`config.mk`:
```
export PLATFORM = sky130hd
export DESIGN_NAME = ex_mem_reg_flat
export DESIGN_NICKNAME = d
export VERILOG_FILES = /design/src/rtl/ex_mem_reg_if.sv /design/src/rtl/ex_mem_reg.sv /design/src/flat_wrapper.sv
export SDC_FILE = /design/constraint.sdc
export NUM_CORES = 1
export LEC_CHECK = 0
export ABC_CLOCK_PERIOD_IN_PS = 3260
export CAP_MARGIN = 5
export CELL_PAD_IN_SITES_DETAIL_PLACEMENT = 1
export CELL_PAD_IN_SITES_GLOBAL_PLACEMENT = 2
export CORE_ASPECT_RATIO = 0.5
export CORE_MARGIN = 2
export CORE_UTILIZATION = 25
export CTS_BUF_LIST = sky130_fd_sc_hd__clkbuf_4 sky130_fd_sc_hd__clkbuf_8
export CTS_CLUSTER_DIAMETER = 40
export DETAILED_ROUTE_END_ITERATION = 6
export GPL_ROUTABILITY_DRIVEN = 0
export PLACE_DENSITY_LB_ADDON = 0.3
export SETUP_SLACK_MARGIN = 0.2
export SLEW_MARGIN = 30
export SYNTH_ARGS = -nofsm -noshare
export SYNTH_HDL_FRONTEND = slang
export SYNTH_SLANG_ARGS = --single-unit
```
`constraint.sdc`:
```
create_clock -name clk -period 3.26 [get_ports clk]
set_clock_uncertainty 0.15 [all_clocks]
set_input_delay 0.652 -clock clk [delete_from_list [all_inputs] [get_ports clk]]
set_output_delay 0.652 -clock clk [all_outputs]
set_load 0.05 [all_outputs]
```
`src/rtl/ex_mem_reg_if.sv`:
```
// EX/MEM pipeline register bus: execute-side inputs, memory-side registered outputs.
// The design side uses the slave modport; the producer/observer uses master.
interface ex_mem_reg_if;
   logic [31:0] nextPC_in, aluResult_in, leapAddr_in, memVal_in;
   logic [63:0] fbusW_in;
   logic [4:0]  destReg_in, fDestReg_in;
   logic [1:0]  DSize_in;
   logic        leap_in, PCtoReg_in, RegToPC_in, RegWrite_in, MemToReg_in;
   logic        MemWrite_in, loadSign_in, FPRegWrite_in, mul_in;
   logic        stall_in, hold_in;

   logic [31:0] nextPC_out, aluResult_out, leapAddr_out, memVal_out;
   logic [63:0] fbusW_out;
   logic [4:0]  destReg_out, fDestReg_out;
   logic [1:0]  DSize_out;
   logic        leap_out, PCtoReg_out, RegToPC_out, RegWrite_out, MemToReg_out;
   logic        MemWrite_out, loadSign_out, FPRegWrite_out, mul_out;
   logic        valid_out, leap_fire_out;
   logic [15:0] bubble_cnt_out;

   modport slave (
      input  nextPC_in, aluResult_in, leapAddr_in, memVal_in, fbusW_in,
             destReg_in, fDestReg_in, DSize_in,
             leap_in, PCtoReg_in, RegToPC_in, RegWrite_in, MemToReg_in,
             MemWrite_in, loadSign_in, FPRegWrite_in, mul_in,
             stall_in, hold_in,
      output nextPC_out, aluResult_out, leapAddr_out, memVal_out, fbusW_out,
             destReg_out, fDestReg_out, DSize_out,
             leap_out, PCtoReg_out, RegToPC_out, RegWrite_out, MemToReg_out,
             MemWrite_out, loadSign_out, FPRegWrite_out, mul_out,
             valid_out, leap_fire_out, bubble_cnt_out
   );

   modport master (
      output nextPC_in, aluResult_in, leapAddr_in, memVal_in, fbusW_in,
             destReg_in, fDestReg_in, DSize_in,
             leap_in, PCtoReg_in, RegToPC_in, RegWrite_in, MemToReg_in,
             MemWrite_in, loadSign_in, FPRegWrite_in, mul_in,
             stall_in, hold_in,
      input  nextPC_out, aluResult_out, leapAddr_out, memVal_out, fbusW_out,
             destReg_out, fDestReg_out, DSize_out,
             leap_out, PCtoReg_out, RegToPC_out, RegWrite_out, MemToReg_out,
             MemWrite_out, loadSign_out, FPRegWrite_out, mul_out,
             valid_out, leap_fire_out, bubble_cnt_out
   );
endinterface

```
`src/rtl/ex_mem_reg.sv`:
```
// EX/MEM pipeline register with hold (freeze), stall (bubble insertion), a saturating
// bubble counter and a one-shot leap redirect pulse.
module ex_mem_reg (
   input  logic         clk,
   input  logic         reset,
   ex_mem_reg_if.slave  io_bus
);

   typedef enum logic {StNotFired, StFired} fired_e;

   logic [31:0] r_next_pc, r_alu_result, r_leap_addr, r_mem_val;
   logic [63:0] r_fbus_w;
   logic [4:0]  r_dest_reg, r_fdest_reg;
   logic [1:0]  r_dsize;
   logic        r_leap, r_pc_to_reg, r_reg_to_pc, r_reg_write, r_mem_to_reg;
   logic        r_mem_write, r_load_sign, r_fp_reg_write, r_mul;
   logic        r_valid;
   logic [15:0] r_bubble_cnt;
   fired_e      r_fired, w_fired_next;

   logic w_bubble;
   logic w_keep_ctrl;

   assign w_bubble    = ~io_bus.hold_in & io_bus.stall_in;
   assign w_keep_ctrl = ~io_bus.stall_in;

   always_ff @(posedge clk) begin
      if (reset) begin
         r_next_pc      <= '0;
         r_alu_result   <= '0;
         r_leap_addr    <= '0;
         r_mem_val      <= '0;
         r_fbus_w       <= '0;
         r_dest_reg     <= '0;
         r_fdest_reg    <= '0;
         r_dsize        <= '0;
         r_leap         <= 1'b0;
         r_pc_to_reg    <= 1'b0;
         r_reg_to_pc    <= 1'b0;
         r_reg_write    <= 1'b0;
         r_mem_to_reg   <= 1'b0;
         r_mem_write    <= 1'b0;
         r_load_sign    <= 1'b0;
         r_fp_reg_write <= 1'b0;
         r_mul          <= 1'b0;
         r_valid        <= 1'b0;
      end else if (!io_bus.hold_in) begin
         // Data fields load on both capture and bubble; only side effects are squashed.
         r_next_pc      <= io_bus.nextPC_in;
         r_alu_result   <= io_bus.aluResult_in;
         r_leap_addr    <= io_bus.leapAddr_in;
         r_mem_val      <= io_bus.memVal_in;
         r_fbus_w       <= io_bus.fbusW_in;
         r_dest_reg     <= io_bus.destReg_in;
         r_fdest_reg    <= io_bus.fDestReg_in;
         r_dsize        <= io_bus.DSize_in;
         r_load_sign    <= io_bus.loadSign_in;
         r_leap         <= io_bus.leap_in       & w_keep_ctrl;
         r_pc_to_reg    <= io_bus.PCtoReg_in    & w_keep_ctrl;
         r_reg_to_pc    <= io_bus.RegToPC_in    & w_keep_ctrl;
         r_reg_write    <= io_bus.RegWrite_in   & w_keep_ctrl;
         r_mem_to_reg   <= io_bus.MemToReg_in   & w_keep_ctrl;
         r_mem_write    <= io_bus.MemWrite_in   & w_keep_ctrl;
         r_fp_reg_write <= io_bus.FPRegWrite_in & w_keep_ctrl;
         r_mul          <= io_bus.mul_in        & w_keep_ctrl;
         r_valid        <= w_keep_ctrl;
      end
   end

   always_ff @(posedge clk) begin
      if (reset) begin
         r_bubble_cnt <= '0;
      end else if (w_bubble && (r_bubble_cnt != 16'hFFFF)) begin
         r_bubble_cnt <= r_bubble_cnt + 16'd1;
      end
   end

   always_ff @(posedge clk) begin
      if (reset) begin
         r_fired <= StNotFired;
      end else begin
         r_fired <= w_fired_next;
      end
   end

   // Any hold cycle means the pulse for the occupant was already issued.
   always_comb begin
      w_fired_next = StNotFired;
      if (io_bus.hold_in) begin
         w_fired_next = StFired;
      end
   end

   assign io_bus.nextPC_out     = r_next_pc;
   assign io_bus.aluResult_out  = r_alu_result;
   assign io_bus.leapAddr_out   = r_leap_addr;
   assign io_bus.memVal_out     = r_mem_val;
   assign io_bus.fbusW_out      = r_fbus_w;
   assign io_bus.destReg_out    = r_dest_reg;
   assign io_bus.fDestReg_out   = r_fdest_reg;
   assign io_bus.DSize_out      = r_dsize;
   assign io_bus.leap_out       = r_leap;
   assign io_bus.PCtoReg_out    = r_pc_to_reg;
   assign io_bus.RegToPC_out    = r_reg_to_pc;
   assign io_bus.RegWrite_out   = r_reg_write;
   assign io_bus.MemToReg_out   = r_mem_to_reg;
   assign io_bus.MemWrite_out   = r_mem_write;
   assign io_bus.loadSign_out   = r_load_sign;
   assign io_bus.FPRegWrite_out = r_fp_reg_write;
   assign io_bus.mul_out        = r_mul;
   assign io_bus.valid_out      = r_valid;
   assign io_bus.bubble_cnt_out = r_bubble_cnt;
   assign io_bus.leap_fire_out  = r_leap & r_valid & (r_fired == StNotFired);

endmodule

```
`src/flat_wrapper.sv`:
```
// flat-port wrapper written by rule: the top's interface ports become plain ports
module ex_mem_reg_flat 
  (clk, reset, io_bus_nextPC_in, io_bus_aluResult_in, io_bus_leapAddr_in, io_bus_memVal_in, io_bus_fbusW_in, io_bus_destReg_in, io_bus_fDestReg_in, io_bus_DSize_in, io_bus_leap_in, io_bus_PCtoReg_in, io_bus_RegToPC_in, io_bus_RegWrite_in, io_bus_MemToReg_in, io_bus_MemWrite_in, io_bus_loadSign_in, io_bus_FPRegWrite_in, io_bus_mul_in, io_bus_stall_in, io_bus_hold_in, io_bus_nextPC_out, io_bus_aluResult_out, io_bus_leapAddr_out, io_bus_memVal_out, io_bus_fbusW_out, io_bus_destReg_out, io_bus_fDestReg_out, io_bus_DSize_out, io_bus_leap_out, io_bus_PCtoReg_out, io_bus_RegToPC_out, io_bus_RegWrite_out, io_bus_MemToReg_out, io_bus_MemWrite_out, io_bus_loadSign_out, io_bus_FPRegWrite_out, io_bus_mul_out, io_bus_valid_out, io_bus_leap_fire_out, io_bus_bubble_cnt_out);
  ex_mem_reg_if io_bus_i ();
  input  logic clk;
  input  logic reset;
  input wire logic [$bits(io_bus_i.nextPC_in)-1:0] io_bus_nextPC_in;
  input wire logic [$bits(io_bus_i.aluResult_in)-1:0] io_bus_aluResult_in;
  input wire logic [$bits(io_bus_i.leapAddr_in)-1:0] io_bus_leapAddr_in;
  input wire logic [$bits(io_bus_i.memVal_in)-1:0] io_bus_memVal_in;
  input wire logic [$bits(io_bus_i.fbusW_in)-1:0] io_bus_fbusW_in;
  input wire logic [$bits(io_bus_i.destReg_in)-1:0] io_bus_destReg_in;
  input wire logic [$bits(io_bus_i.fDestReg_in)-1:0] io_bus_fDestReg_in;
  input wire logic [$bits(io_bus_i.DSize_in)-1:0] io_bus_DSize_in;
  input wire logic [$bits(io_bus_i.leap_in)-1:0] io_bus_leap_in;
  input wire logic [$bits(io_bus_i.PCtoReg_in)-1:0] io_bus_PCtoReg_in;
  input wire logic [$bits(io_bus_i.RegToPC_in)-1:0] io_bus_RegToPC_in;
  input wire logic [$bits(io_bus_i.RegWrite_in)-1:0] io_bus_RegWrite_in;
  input wire logic [$bits(io_bus_i.MemToReg_in)-1:0] io_bus_MemToReg_in;
  input wire logic [$bits(io_bus_i.MemWrite_in)-1:0] io_bus_MemWrite_in;
  input wire logic [$bits(io_bus_i.loadSign_in)-1:0] io_bus_loadSign_in;
  input wire logic [$bits(io_bus_i.FPRegWrite_in)-1:0] io_bus_FPRegWrite_in;
  input wire logic [$bits(io_bus_i.mul_in)-1:0] io_bus_mul_in;
  input wire logic [$bits(io_bus_i.stall_in)-1:0] io_bus_stall_in;
  input wire logic [$bits(io_bus_i.hold_in)-1:0] io_bus_hold_in;
  output wire logic [$bits(io_bus_i.nextPC_out)-1:0] io_bus_nextPC_out;
  output wire logic [$bits(io_bus_i.aluResult_out)-1:0] io_bus_aluResult_out;
  output wire logic [$bits(io_bus_i.leapAddr_out)-1:0] io_bus_leapAddr_out;
  output wire logic [$bits(io_bus_i.memVal_out)-1:0] io_bus_memVal_out;
  output wire logic [$bits(io_bus_i.fbusW_out)-1:0] io_bus_fbusW_out;
  output wire logic [$bits(io_bus_i.destReg_out)-1:0] io_bus_destReg_out;
  output wire logic [$bits(io_bus_i.fDestReg_out)-1:0] io_bus_fDestReg_out;
  output wire logic [$bits(io_bus_i.DSize_out)-1:0] io_bus_DSize_out;
  output wire logic [$bits(io_bus_i.leap_out)-1:0] io_bus_leap_out;
  output wire logic [$bits(io_bus_i.PCtoReg_out)-1:0] io_bus_PCtoReg_out;
  output wire logic [$bits(io_bus_i.RegToPC_out)-1:0] io_bus_RegToPC_out;
  output wire logic [$bits(io_bus_i.RegWrite_out)-1:0] io_bus_RegWrite_out;
  output wire logic [$bits(io_bus_i.MemToReg_out)-1:0] io_bus_MemToReg_out;
  output wire logic [$bits(io_bus_i.MemWrite_out)-1:0] io_bus_MemWrite_out;
  output wire logic [$bits(io_bus_i.loadSign_out)-1:0] io_bus_loadSign_out;
  output wire logic [$bits(io_bus_i.FPRegWrite_out)-1:0] io_bus_FPRegWrite_out;
  output wire logic [$bits(io_bus_i.mul_out)-1:0] io_bus_mul_out;
  output wire logic [$bits(io_bus_i.valid_out)-1:0] io_bus_valid_out;
  output wire logic [$bits(io_bus_i.leap_fire_out)-1:0] io_bus_leap_fire_out;
  output wire logic [$bits(io_bus_i.bubble_cnt_out)-1:0] io_bus_bubble_cnt_out;
  assign io_bus_i.nextPC_in = io_bus_nextPC_in;
  assign io_bus_i.aluResult_in = io_bus_aluResult_in;
  assign io_bus_i.leapAddr_in = io_bus_leapAddr_in;
  assign io_bus_i.memVal_in = io_bus_memVal_in;
  assign io_bus_i.fbusW_in = io_bus_fbusW_in;
  assign io_bus_i.destReg_in = io_bus_destReg_in;
  assign io_bus_i.fDestReg_in = io_bus_fDestReg_in;
  assign io_bus_i.DSize_in = io_bus_DSize_in;
  assign io_bus_i.leap_in = io_bus_leap_in;
  assign io_bus_i.PCtoReg_in = io_bus_PCtoReg_in;
  assign io_bus_i.RegToPC_in = io_bus_RegToPC_in;
  assign io_bus_i.RegWrite_in = io_bus_RegWrite_in;
  assign io_bus_i.MemToReg_in = io_bus_MemToReg_in;
  assign io_bus_i.MemWrite_in = io_bus_MemWrite_in;
  assign io_bus_i.loadSign_in = io_bus_loadSign_in;
  assign io_bus_i.FPRegWrite_in = io_bus_FPRegWrite_in;
  assign io_bus_i.mul_in = io_bus_mul_in;
  assign io_bus_i.stall_in = io_bus_stall_in;
  assign io_bus_i.hold_in = io_bus_hold_in;
  assign io_bus_nextPC_out = io_bus_i.nextPC_out;
  assign io_bus_aluResult_out = io_bus_i.aluResult_out;
  assign io_bus_leapAddr_out = io_bus_i.leapAddr_out;
  assign io_bus_memVal_out = io_bus_i.memVal_out;
  assign io_bus_fbusW_out = io_bus_i.fbusW_out;
  assign io_bus_destReg_out = io_bus_i.destReg_out;
  assign io_bus_fDestReg_out = io_bus_i.fDestReg_out;
  assign io_bus_DSize_out = io_bus_i.DSize_out;
  assign io_bus_leap_out = io_bus_i.leap_out;
  assign io_bus_PCtoReg_out = io_bus_i.PCtoReg_out;
  assign io_bus_RegToPC_out = io_bus_i.RegToPC_out;
  assign io_bus_RegWrite_out = io_bus_i.RegWrite_out;
  assign io_bus_MemToReg_out = io_bus_i.MemToReg_out;
  assign io_bus_MemWrite_out = io_bus_i.MemWrite_out;
  assign io_bus_loadSign_out = io_bus_i.loadSign_out;
  assign io_bus_FPRegWrite_out = io_bus_i.FPRegWrite_out;
  assign io_bus_mul_out = io_bus_i.mul_out;
  assign io_bus_valid_out = io_bus_i.valid_out;
  assign io_bus_leap_fire_out = io_bus_i.leap_fire_out;
  assign io_bus_bubble_cnt_out = io_bus_i.bubble_cnt_out;
  ex_mem_reg u_core (.clk(clk), .reset(reset), .io_bus(io_bus_i));
endmodule
```
Fig. 1: run 1, the clock network
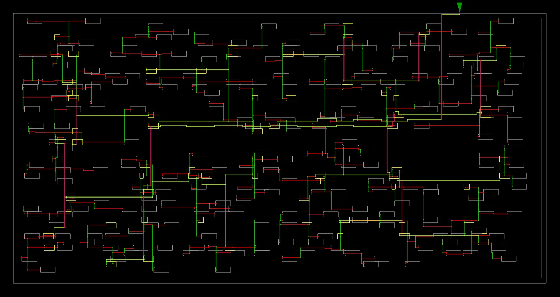
FF+latch count: 231
CTS Sinks: 231
Power Clock: 2.81 mW

Fig. 2: run 1, supply network
Scale: 2 px per um. Pins as bars on the die edge.
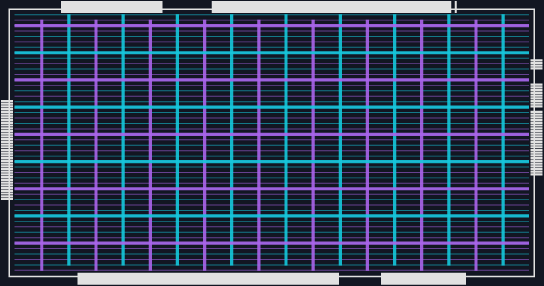
legend:
  VSS:
    colour: purple
  VDD:
    colour: cyan
met1 rails: 48
rows: 47
Die Wd: 262 um
Peak VDD IR: 0.000273 V
core box area: 32900 sq um
die height: 133 um

Fig. 3: run 1, wiring by layer
Scale: 2 px per um.
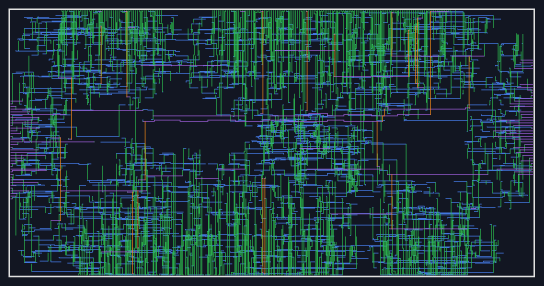
legend:
  M4:
    colour: orange
    wire_length: 701 um
  M1:
    colour: blue
    wire_length: 11300 um
  M3:
    colour: purple
    wire_length: 1410 um
  M2:
    colour: green
    wire_length: 16500 um
WL final: 29900 um
total track usage: 16.7%
via count: 7361
Routed wire per std cell: 17.5 um

Fig. 4: run 1, logic cells by family
Scale: 1.5 px per um.
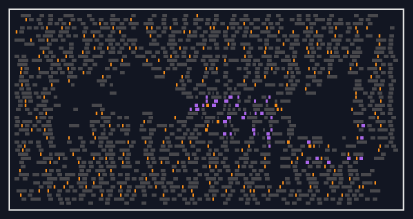
legend:
  aoi and oai cells:
    colour: purple
    cells: 38
  nor cells:
    colour: orange
    cells: 223
    where: widely spread
Post-Layout Cell Count: 1705
most numerous logic cell after layout: clkdlybuf4s50_1

==> flow_summary.yaml, run 1 <==
# flow metrics
outcome:
  outcome: "finished clean"
synth:
  synthArstFlopShare_pct: 0
  topCellsByArea: "dfxtp_1 (56%), mux2i_1 (25%), nor2_1 (9.8%)"
  synthTopLogicFamily: "multiplexers"
  synthesis.nets: 1011
  synth_stat.cells: 793
  synth.top_cell.area_share_pct: 55.7
  syn_area_sq_um: 8310
  synthSimpleGateAreaFrac_pct: 13.2
  ys_area_sq_um: 8310
  synth_seq_share_pct: 55.7
  netlist_instances: 793
  syn_avg_cell_area_sq_um: 10.5
  ys_types: 31
  ys_ff: 231
  yosys.area.top_type: "dfxtp_1"
  xor_share_pct: 0
  ys_warn_count: 0
  edf_count: 0
  top_cell: "dfxtp_1"
  synthAoiAreaFrac_pct: 3.09
  fa_ha_area_share_pct: 0.151
critical_path:
  cp_num_buf_inv: 1
  reg2reg_to: "u_core.io_bus.bubble_cnt_out[15]$_SDFFE_PP0P_"
  path_max_fanout: 3
  crit_path_cell_trace: "nand2_1, nor2_1, clkdlybuf4s50_1"
  arrival_ns: 1.88
  crit_cells: 3
  cp-start-kind: "register"
  reg2reg_depth: 5
  critPathSlowestCell: "clkdlybuf4s50_1"
  r2r_setup_slack_ns: 1.14
  endpoint_kind: "primary output"
  critPathKind: "register to primary output"
  worstPathRequired_ns: 2.46
  setup.worst_path.start: "u_core.io_bus.valid_out$_SDFFE_PP0N_"
global_routing:
  grt_pass1_wl_um: 45300
  grtUsageMet2_pct: 31.9
  busiest_layer: "met2"
  gr-usage-met3_pct: 4.35
  grt_pass1_vias: 7925
  grt_use_met1_pct: 17.8
  antenna_found_initial: 0
  grt_remaining_overflow: 0
clock_network:
  post_cts_buffers: 0
  numCtsBuffers: 40
  hold_buffers: 0
  cts_resized: 0
  cts_tree: "yes"
  clk_transition_reported_paths_ns: 0.06
  cts.path.max_buffers: 3
  cts.htree.levels: 2
  clk_latency_ns: 0.54
  ctsRootBufferMaster: "clkbuf_8"
flow_run:
  max_cap_violations: 0
timing:
  rsz0062_at_grt: "false"
  layout_min_cycle_time_ns: 2.68
  slew_headroom_pct: 40.9
  finalSetupViolations: 0
  tightest_slew_ns: 0.886
  whs_ns: 0.320
  drv_slew: 0
  finalClockPeriodUsage_pct: 82.3
  setup_slack_ns: 0.578
  fin_tns_setup_ns: 0
  finalHoldViolCount: 0
  max_freq_ghz: 0.373
power_and_ir_drop:
  intPower_mw: 5.20
  pwr-share-clk_pct: 38.0
  top_power_group: "sequential cells"
  seq_power_mw: 3.06
  p_sw_share_pct: 29.6
  p_total_mw: 7.38
  p_leak_nw: 5.81
  power_frac_comb_pct: 20.5
  p_switching_mw: 2.19
  p_seq_share_pct: 41.5
  p_comb_mw: 1.51
place:
  dpl.cell_count: 1633
  port_buffers: 447
  place.detailed.hpwl_um: 21700
  place_ws_ns: 0.647
final_layout:
  lay_top_cells: "clkdlybuf4s50_1 (445), dfxtp_1 (231), nor2_1 (216)"
  nets: 1452
  drive_gt1_share_pct: 6.72
  n_antenna_cell: 0
  seq_area_sq_um: 4620
  num-fill-cells: 3599
  syn_to_final_growth_pct: 68.8
  utilization_pct: 42.6
  fin_area_sq_um: 14000
hold_path:
  hold_path.class: "input pin to register"
  worstHoldStart: "io_bus_hold_in"
  whs_path_depth: 4
  holdPathEnd: "u_core.io_bus.bubble_cnt_out[1]$_SDFFE_PP0P_"
floorplanning:
  io-pin-count: 448
  rows: 47
  die_area_sq_um: 34800
  fp_util_pct: 25.3
detailed_routing:
  drt-initial-drc-count: 237
  first_pass_iters: 4
  ant_nets: 0
  met3_wirelength_um: 1410
  drt-met1-wl_um: 11300
  drc_errors: 0
  viasPerCell: 4.32
  top_layer_used: "met4"
[run 1: cell type report]
| type | count | share of cell area (%) |
|---|---|---|
| timing repair buffer | 454 | 32.5 |
| tap | 441 | 3.94 |
| inverter | 2 | 0.0535 |
| clock buffer | 66 | 5.81 |
| multi-input combinational | 505 | 24.4 |
| clock inverter | 6 | 0.268 |
| sequential | 231 | 33.0 |
[run 1: state kept, by name, indices dropped and copies added (netlist names), 2 cells and up]
signal and count:
u_core.io_bus.DSize_out 2, u_core.io_bus.aluResult_out 32, u_core.io_bus.bubble_cnt_out 16, u_core.io_bus.destReg_out 5
u_core.io_bus.fDestReg_out 5, u_core.io_bus.fbusW_out 64, u_core.io_bus.leapAddr_out 32, u_core.io_bus.memVal_out 32
u_core.io_bus.nextPC_out 32
Fig. 5: run 1, clock distribution
Scale: 1.5 px per um.
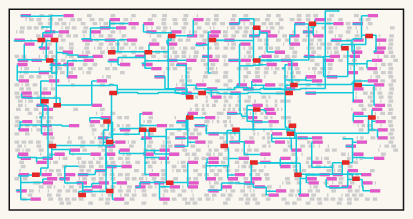

==> inputs of run 2 (changes only) <==
--- a/config.mk
+++ b/config.mk
@@ -5,13 +5,13 @@
 export SDC_FILE = /design/constraint.sdc
 export NUM_CORES = 1
 export LEC_CHECK = 0
-export ABC_CLOCK_PERIOD_IN_PS = 3260
+export ABC_CLOCK_PERIOD_IN_PS = 2400
 export CAP_MARGIN = 5
 export CELL_PAD_IN_SITES_DETAIL_PLACEMENT = 1
 export CELL_PAD_IN_SITES_GLOBAL_PLACEMENT = 2
 export CORE_ASPECT_RATIO = 0.5
 export CORE_MARGIN = 2
-export CORE_UTILIZATION = 25
+export CORE_UTILIZATION = 21
 export CTS_BUF_LIST = sky130_fd_sc_hd__clkbuf_4 sky130_fd_sc_hd__clkbuf_8
 export CTS_CLUSTER_DIAMETER = 40
 export DETAILED_ROUTE_END_ITERATION = 6
==> constraint.sdc (replaced) <==
create_clock -name clk -period 2.4 [get_ports clk]
set_clock_uncertainty 0.15 [all_clocks]
set_input_delay 0.48 -clock clk [delete_from_list [all_inputs] [get_ports clk]]
set_output_delay 0.48 -clock clk [all_outputs]
set_load 0.05 [all_outputs]
Fig. 6: run 2, clock distribution
Scale: 1 px per um.
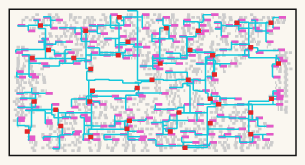
legend:
  clock wires:
    colour: cyan
    length: 3960 um
  flip-flops:
    colour: magenta
    count: 231
  clock-net drivers:
    colour: red
    count: 40
flops lie: widely spread
routed clock nets: 41
Power Clock: 4.15 mW
Clk pwr share: 40.5%

==> run 2 against run 1 <==
  * Die area is 19% higher
  * Sequential power up 36%
  * Sequential cell count is the same
  * Critical path depth down 2
  * Critical endpoint is now io_bus_bubble_cnt_out[7]
  * Largest cell class unchanged
  * Largest power group unchanged
==> flow_summary.yaml, run 2 <==
# flow metrics
outcome:
  outcome: "finished clean"
synth:
  synth.top_cell.area_share_pct: 55.7
  synthArstFlopShare_pct: 0
  edf_count: 0
  synthesis.nets: 1011
  syn_area_sq_um: 8310
  syn_avg_cell_area_sq_um: 10.5
  ys_ff: 231
  ys_area_sq_um: 8310
  topCellsByArea: "dfxtp_1 (56%), mux2i_1 (25%), nor2_1 (9.8%)"
  ys_warn_count: 0
global_routing:
  busiest_layer: "met2"
  track_usage_pct: 14.4
  grt_use_met1_pct: 15.8
  grt_pass1_vias: 7789
  grt_remaining_overflow: 0
  grtUsageMet2_pct: 28.2
  antenna_found_initial: 0
  grt_pass1_wl_um: 46300
final_layout:
  lay_top_cells: "dfxtp_1 (230), nor2_1 (216), clkdlybuf4s50_1 (214)"
  nets: 1456
  n_antenna_cell: 0
  largest_class: "registers"
  drive_gt1_share_pct: 8.30
  layout.nonclk_buf_share_pct: 30.9
  num-fill-cells: 4437
  lay_top_count: "dfxtp_1"
  n_all_buffers: 458
  n_all_inverters: 2
  num-multi-input-gates: 505
  seq_area_share_pct: 33.2
  clk_share_pct: 6.53
  largest_reg_flops: 64
  seq_area_sq_um: 4630
  syn_to_final_growth_pct: 67.9
critical_path:
  endpoint_kind: "primary output"
  cp-start-kind: "register"
  reg2reg_to: "u_core.io_bus.bubble_cnt_out[15]$_SDFFE_PP0P_"
  arrival_ns: 1.49
  crit_path_cell_trace: "clkdlybuf4s15_1"
  cp_num_buf_inv: 1
  reg2reg_depth: 5
  setup.worst_path.start: "u_core.io_bus.bubble_cnt_out[7]$_SDFFE_PP0P_"
  critPathSlowestCell: "clkdlybuf4s15_1"
  crit_cells: 1
timing:
  finalSetupViolations: 0
  drv_slew: 0
  finalClockPeriodUsage_pct: 88.3
  fin_tns_setup_ns: 0
  max_freq_ghz: 0.472
  slew_headroom_pct: 37.2
  whs_ns: 0.213
  finalHoldViolCount: 0
  layout_min_cycle_time_ns: 2.12
  tightest_slew_ns: 0.942
floorplanning:
  fp_util_pct: 21.3
  die_h_um: 145
  tap_cells: 530
  die_x_um: 285
  die_area_sq_um: 41300
  rows: 51
  core_sq_um: 38900
power_and_ir_drop:
  peakVddDrop_v: 0.000315
detailed_routing:
  top_layer_used: "met4"
  drc_errors: 0
  ant_nets: 0
  wl_per_cell_um: 17.7
  first_pass_iters: 4
  drt-met1-wl_um: 12300
  dr_total_vias: 7349
flow_run:
  max_cap_violations: 0
clock_network:
  clock-sinks: 231
  cts_resized: 231
  hold_buffers: 0
  post_cts_buffers: 0
  ctsRootBufferMaster: "clkbuf_8"
  clk_transition_reported_paths_ns: 0.06
  cts.htree.levels: 2
  cts.path.max_buffers: 3
hold_path:
  whs_path_depth: 2
place:
  port_buffers: 447
Fig. 7: run 2, the clock network
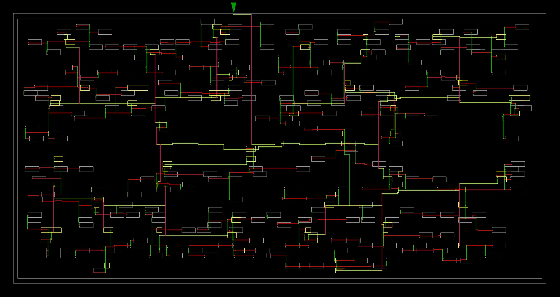
final-layout clock buffer total: 61
Clock Latency Late Sink: 0.55 ns
Num CTS Buffers: 40

-- run 2: metrics by stage --
stage / area [sq um] / instances / setup slack, ns / utilization (%) / power, mW
floorplan: 8310 / 793 / 0.220 / - / 5.40
global placement: 13300 / 1726 / 0.0930 / 34.2 / 6.30
detailed placement: 13300 / 1726 / 0.0138 / 34.2 / 6.34
CTS: 14000 / 1795 / 0.140 / 35.9 / 10.5
global route: 13900 / 1795 / 0.202 / 35.8 / 10.8
finish: 13900 / 1795 / 0.281 / 35.8 / 10.2
-- run 2: where the power goes --
part | internal (mW) | switching, mW
logic | 0.731 | 1.20
clock network | 2.47 | 1.68
registers | 4.05 | 0.103
-- run 2: cell families after synthesis --
family | synth area share, %
compound gates | 3.09
fa+ha+maj | 0.151
buf+inv | 3.09
flops | 55.7
mux | 24.8
simple gates | 13.2
Power and IR drop assume default switching activity.
